--- config.mk ---
export PLATFORM = sky130hd
export DESIGN_NAME = multi_channel_serializer
export DESIGN_NICKNAME = d
export VERILOG_FILES = /design/src/rtl/serializer_pkg.sv /design/src/rtl/serializer_lane.sv /design/src/rtl/multi_channel_serializer.sv
export SDC_FILE = /design/constraint.sdc
export NUM_CORES = 1
export LEC_CHECK = 0
export CAP_MARGIN = 20
export CORE_UTILIZATION = 45
export DETAILED_ROUTE_END_ITERATION = 6
export GPL_ROUTABILITY_DRIVEN = 0
export GPL_TIMING_DRIVEN = 0
export PLACE_DENSITY = 0.66
export SETUP_SLACK_MARGIN = 0.05
export SYNTH_ARGS = -nofsm -noshare
export SYNTH_HDL_FRONTEND = slang
export SYNTH_HIERARCHICAL = 1
export SYNTH_SLANG_ARGS = --single-unit
export TNS_END_PERCENT = 1
--- constraint.sdc ---
create_clock -name clk -period 2.1 [get_ports clk]
set_input_delay 0.21 -clock clk [delete_from_list [all_inputs] [get_ports clk]]
set_output_delay 0.21 -clock clk [all_outputs]
set_load 0.005 [all_outputs]
--- src/rtl/serializer_pkg.sv ---
// Shared defaults, channel index width and FSM state type for the serializer.
package serializer_pkg;

  localparam int unsigned NUM_CHANNELS_DEF = 7;
  localparam int unsigned WORD_BITS_DEF    = 8;
  // Width of the wr_chan index; 3 bits also lets the top flag out-of-range channels.
  localparam int unsigned CHAN_W           = 3;

  typedef enum logic {
    StIdle  = 1'b0,
    StShift = 1'b1
  } state_e;

endpackage

--- src/rtl/serializer_lane.sv ---
// One serial lane: staging register, staged flag and MSB-first shift register.
module serializer_lane
  import serializer_pkg::*;
#(
  parameter int unsigned WORD_BITS = WORD_BITS_DEF
) (
  input  logic                 clk,
  input  logic                 rst_n,
  input  logic                 wr_en,
  input  logic [WORD_BITS-1:0] wr_data,
  input  logic                 load,
  input  logic                 shift,
  output logic                 staged,
  output logic                 ser_bit
);

  logic [WORD_BITS-1:0] staging_q;
  logic                 staged_q;
  logic [WORD_BITS-1:0] shift_q;

  // Staging side: capture a word and hold it until the shared commit takes it.
  always_ff @(posedge clk or negedge rst_n) begin
    if (!rst_n) begin
      staging_q <= '0;
      staged_q  <= 1'b0;
    end else if (load) begin
      staged_q <= 1'b0;
    end else if (wr_en) begin
      staging_q <= wr_data;
      staged_q  <= 1'b1;
    end
  end

  // Shift side: load on commit, otherwise move one bit towards the MSB per bit period.
  always_ff @(posedge clk or negedge rst_n) begin
    if (!rst_n) begin
      shift_q <= '0;
    end else if (load) begin
      shift_q <= staging_q;
    end else if (shift) begin
      shift_q <= {shift_q[WORD_BITS-2:0], 1'b0};
    end
  end

  assign staged  = staged_q;
  assign ser_bit = shift_q[WORD_BITS-1];

endmodule

--- src/rtl/multi_channel_serializer.sv ---
// Double-buffered multi-lane serializer: stage one word per channel, then shift all
// lanes out MSB-first in lockstep, back-to-back when the next frame is already staged.
module multi_channel_serializer
  import serializer_pkg::*;
#(
  parameter int unsigned NUM_CHANNELS = NUM_CHANNELS_DEF,
  parameter int unsigned WORD_BITS    = WORD_BITS_DEF,
  parameter int unsigned CLKS_PER_BIT = 1,
  parameter logic        IDLE_LEVEL   = 1'b0
) (
  input  logic                    clk,
  input  logic                    rst_n,
  input  logic [WORD_BITS-1:0]    wr_data,
  input  logic [CHAN_W-1:0]       wr_chan,
  input  logic                    wr_valid,
  output logic                    wr_ready,
  output logic [NUM_CHANNELS-1:0] ser_out,
  output logic                    frame_sync,
  output logic                    busy,
  output logic                    err_chan
);

  localparam int unsigned CLK_CNT_W = $clog2(CLKS_PER_BIT >= 2 ? CLKS_PER_BIT : 2);
  localparam int unsigned BIT_CNT_W = $clog2(WORD_BITS);
  localparam logic [CLK_CNT_W-1:0] ClkLast = CLK_CNT_W'(CLKS_PER_BIT - 1);
  localparam logic [BIT_CNT_W-1:0] BitLast = BIT_CNT_W'(WORD_BITS - 1);
  localparam logic [CHAN_W:0]      NumChL  = (CHAN_W + 1)'(NUM_CHANNELS);

  state_e                  state_q, state_d;
  logic [CLK_CNT_W-1:0]    clk_cnt_q, clk_cnt_d;
  logic [BIT_CNT_W-1:0]    bit_cnt_q, bit_cnt_d;
  logic [NUM_CHANNELS-1:0] staged;
  logic [NUM_CHANNELS-1:0] lane_bit;
  logic [2**CHAN_W-1:0]    staged_ext;
  logic                    chan_ok;
  logic                    wr_fire;
  logic                    last_cycle;
  logic                    last_bit;
  logic                    commit;
  logic                    shift_en;
  logic [NUM_CHANNELS-1:0] ser_out_q;
  logic                    frame_sync_q;
  logic                    busy_q;
  logic                    err_q;

  // Write port: out-of-range channels are always "ready" so they drain and get flagged.
  always_comb begin
    chan_ok                        = ({1'b0, wr_chan} < NumChL);
    staged_ext                     = '0;
    staged_ext[NUM_CHANNELS-1:0]   = staged;
    wr_ready                       = chan_ok ? ~staged_ext[wr_chan] : 1'b1;
    wr_fire                        = wr_valid & wr_ready & chan_ok;
  end

  for (genvar c = 0; c < NUM_CHANNELS; c++) begin : g_lane
    serializer_lane #(
      .WORD_BITS(WORD_BITS)
    ) u_lane (
      .clk    (clk),
      .rst_n  (rst_n),
      .wr_en  (wr_fire && (wr_chan == CHAN_W'(c))),
      .wr_data(wr_data),
      .load   (commit),
      .shift  (shift_en),
      .staged (staged[c]),
      .ser_bit(lane_bit[c])
    );
  end

  // Next-state: commit from idle or on the final cycle of the final bit, else bit timing.
  always_comb begin
    state_d    = state_q;
    clk_cnt_d  = clk_cnt_q;
    bit_cnt_d  = bit_cnt_q;
    shift_en   = 1'b0;
    last_cycle = (clk_cnt_q == ClkLast);
    last_bit   = (bit_cnt_q == BitLast);
    commit     = (&staged) &&
                 ((state_q == StIdle) || ((state_q == StShift) && last_cycle && last_bit));
    unique case (state_q)
      StIdle: begin
        if (commit) begin
          state_d   = StShift;
          clk_cnt_d = '0;
          bit_cnt_d = '0;
        end
      end
      StShift: begin
        if (commit) begin
          clk_cnt_d = '0;
          bit_cnt_d = '0;
        end else if (last_cycle) begin
          clk_cnt_d = '0;
          if (last_bit) begin
            state_d   = StIdle;
            bit_cnt_d = '0;
          end else begin
            bit_cnt_d = bit_cnt_q + 1'b1;
            shift_en  = 1'b1;
          end
        end else begin
          clk_cnt_d = clk_cnt_q + 1'b1;
        end
      end
      default: state_d = StIdle;
    endcase
  end

  // State and counter registers.
  always_ff @(posedge clk or negedge rst_n) begin
    if (!rst_n) begin
      state_q   <= StIdle;
      clk_cnt_q <= '0;
      bit_cnt_q <= '0;
    end else begin
      state_q   <= state_d;
      clk_cnt_q <= clk_cnt_d;
      bit_cnt_q <= bit_cnt_d;
    end
  end

  // Registered outputs trail the shift registers by one cycle; err_chan is sticky.
  always_ff @(posedge clk or negedge rst_n) begin
    if (!rst_n) begin
      ser_out_q    <= {NUM_CHANNELS{IDLE_LEVEL}};
      frame_sync_q <= 1'b0;
      busy_q       <= 1'b0;
      err_q        <= 1'b0;
    end else begin
      ser_out_q    <= (state_q == StShift) ? lane_bit : {NUM_CHANNELS{IDLE_LEVEL}};
      frame_sync_q <= (state_q == StShift) && (bit_cnt_q == '0) && (clk_cnt_q == '0);
      busy_q       <= (state_q == StShift);
      err_q        <= err_q | (wr_valid & ~chan_ok);
    end
  end

  assign ser_out    = ser_out_q;
  assign frame_sync = frame_sync_q;
  assign busy       = busy_q;
  assign err_chan   = err_q;

endmodule

Selected gate families:
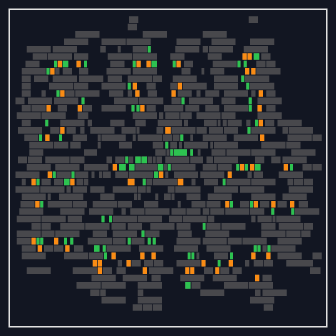
Orange marks aoi and oai cells, cells 61, where spread over the die. Green marks nand cells, cells 76.
combinational share of cell area: 0.332
most numerous logic cell after layout: dfrtp_1
Finished Layout Cells: 692

M2 wires:
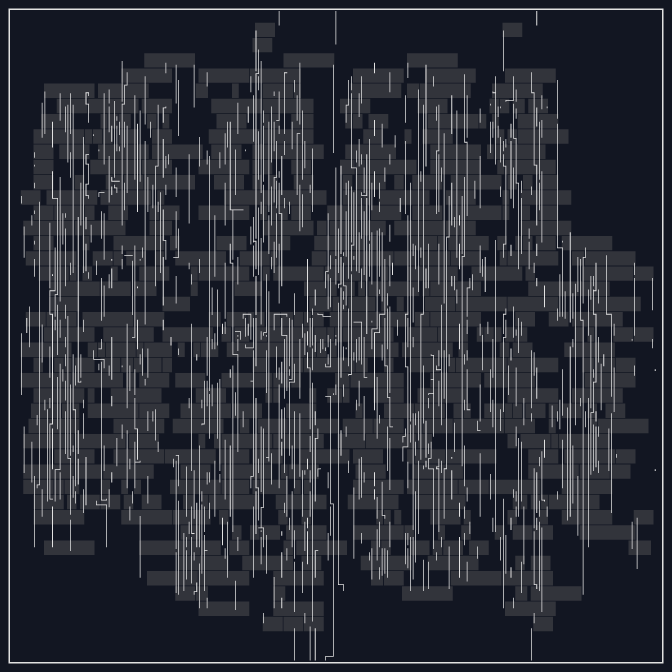
The longest straight run is 52.0 microns. The layer carries 5580 microns of wire. 460 nets have wire on it. The layer holds 47% of the routed length.
met2 usage: 0.306
total wire length: 11900 microns
Vias: 3536

==> impl_metrics.yaml <==
# physical design summary
floorplanning:
  die_w_microns: 116
  rows: 41
  core-area_sq_um: 12700
  ios: 25
  initial_core_util: 0.465
  fp.dieH_microns: 116
timing:
  finalClockSkew_ns: 0.00880
  tightestPinTransition_ns: 0.568
  slew_viol_final: 0
  setup_viol: 0
  fin_ws_ns: 0.0258
  finalCritPeriodShare: 0.988
  hold_ws_ns: 0.112
  rsz0062_at_grt: "yes"
  period_needed_ns: 2.07
  relSlewSlack: 0.620
clock_tree:
  clk_path_buf_depth: 2
  clkLatencyLatePin_ns: 0.41
  cts-root-buf: "clkbuf_16"
  cts_tree: "yes"
  cts_buffers: 17
  htreeDepth: 4
  cts.sinks: 133
  clkTransAtPathRegs_ns: 0.05
power_and_ir_drop:
  pwr-share-seq: 0.461
  p_sw_frac: 0.287
  powerClk_mw: 2.54
  ir_drop_uv: 779
  seq_power_mw: 4.32
  p_comb_frac: 0.267
  power.net_switching_mw: 2.69
  p_leak_nw: 3.16
  internal_power_mw: 6.68
  pwr-share-clk: 0.272
  power.group.top: "registers"
  finalPower_mw: 9.37
final_layout:
  final_nets: 526
  utilization: 0.556
  n_antenna_cell: 0
  nFillCells: 1058
  final_layout_size_suffix_gt1_frac: 0.267
synthesis:
  ys_chip_area_sq_um: 5890
  syn_nets: 472
  synth_warnings: 6
  synthCells: 455
  ys_seq_share: 0.565
  edf_count: 0
  ff_type: "dfrtp_1"
  ys_cells: 455
  postSynthAreaPerCell_sq_um: 13.0
  synth.distinct_cells: 25
  top_logic_kind: "multiplexers"
  ys_async_sr_fraction: 1.00
  netlist_area_sq_um: 5890
  xor_share: 0
  synth-adder-area-share: 0.00637
  simple_gate_area_frac: 0.0977
worst_setup_path:
  cp_max_fo: 9
  crit_top_cell: "buf_8"
  cp.depth: 10
  arrival_ns: 2.37
  reg2reg_depth: 10
  crit_required_ns: 2.39
  cp-start-kind: "register"
  crit_path_end_kind: "register"
  cp_top_family: "buffers and inverters"
  critPathMaxStageDelay_ns: 0.41
placement:
  io_buffers: 22
  pre_cts_slack_ns: -0.433
  hpwl_microns: 7180
job:
  drv_cap: 0
  warnings: 29
route:
  dr.pass1.iters: 5
  drc: 0
  drt_iter0_markers: 230
  drtAntennaViolNets: 0
hold_path:
  hold_depth: 3
grt:
  grt_pass1_wl_microns: 19500
  grtUsageTotal: 0.197
  globalRouteOverflowTotal: 0
  grt_pass1_vias: 3652
  antenna_found_initial: 0
status:
  status: "complete, no violations"
state kept, by name, indices dropped and copies added, names as in the netlist:
| register | cells |
|---|---|
| bit_cnt_q | 3 |
| busy | 1 |
| g_lane.u_lane/staging_q | 56 |
| state_q | 1 |
| err_chan | 1 |
| g_lane.u_lane/staged | 7 |
| frame_sync | 1 |
| ser_out | 7 |
| g_lane.u_lane/shift_q | 56 |
cells by family (layout without fill, tap and decap cells):
group | count (synthesis) | in the layout
fa+ha+maj | 3 | 3
simple gates | 115 | 115
mux | 108 | 108
buf+inv | 34 | 99
compound gates | 62 | 62
flops | 133 | 133
synth_stat cells (3+ instances only):
cell type / n / area (sq um)
and2_1: 7 / 43.8
buf_2: 14 / 70.1
buf_6: 15 / 169
dfrtp_1: 133 / 3330
ha_1: 3 / 37.5
inv_1: 4 / 15.0
mux2_4: 56 / 841
mux2i_1: 51 / 510
nand2_1: 62 / 233
nand2b_1: 10 / 62.6
nor2_1: 17 / 63.8
nor2b_4: 7 / 96.3
nor3_1: 3 / 15.0
o21ai_0: 58 / 290
tightest hold or removal path: stages:
cell      delay, ns
buf_6          0.12
nand2_1        0.08
o21bai_1       0.07
layer usage:
layer	wire [microns]	vias up	GRT usage	share of wire
li1	-	1666	-	-
met3	513	9	0.0545	0.043
met5	0	-	0	0
met4	108	0	0.0590	0.0091
met1	5670	1788	0.271	0.48
met2	5580	73	0.306	0.47
per-stage QoR:
stage,area [sq um],cells,setup TNS [ns]
2_1_floorplan,5900,455,0
3_3_place_gp,6330,649,-592.17
3_5_place_dp,6360,650,-39.24
4_1_cts,6970,684,0
5_1_grt,7040,692,-0.694
6_report,7040,692,0
cell type report:
class / instances / area [sq um] / share of cell area
Sequential cell: 133 / 3330 / 0.473
Multi-Input combinational cell: 288 / 2340 / 0.332
Clock buffer: 24 / 472 / 0.0670
Timing Repair Buffer: 35 / 353 / 0.0501
Buffer: 30 / 284 / 0.0403
Tap cell: 172 / 215 / 0.0306
Clock inverter: 6 / 30.0 / 0.00426
Inverter: 4 / 18.8 / 0.00266
what timing repair did:
| action | CTS | global route |
|---|---|---|
| hold buffers | 1 | 0 |
| resized | 16 | 7 |
| hold endpoints to repair | 57 | 0 |
| buffers inserted | 3 | 8 |
| setup endpoints to repair | 120 | 60 |
| pin swaps | 2 | 1 |
final timing paths:
check	start	to	slack, ns
max	bit_cnt_q[0]$_DFFE_PN0P_	g_lane[1].u_lane/staging_q[3]$_DFFE_PN0P_	0.03
min	wr_chan[1]	err_chan$_DFF_PN0_	0.11
max reg2reg	bit_cnt_q[0]$_DFFE_PN0P_	g_lane[1].u_lane/staging_q[3]$_DFFE_PN0P_	0.03
min reg2reg	g_lane[4].u_lane/staging_q[5]$_DFFE_PN0P_	g_lane[4].u_lane/shift_q[5]$_DFFE_PN0P_	0.48
max in group asynchronous	rst_n	g_lane[4].u_lane/staging_q[1]$_DFFE_PN0P_	1.01
min in group asynchronous	rst_n	g_lane[0].u_lane/shift_q[5]$_DFFE_PN0P_	0.33
No activity file was given, so power comes from the tool's default toggle rates.
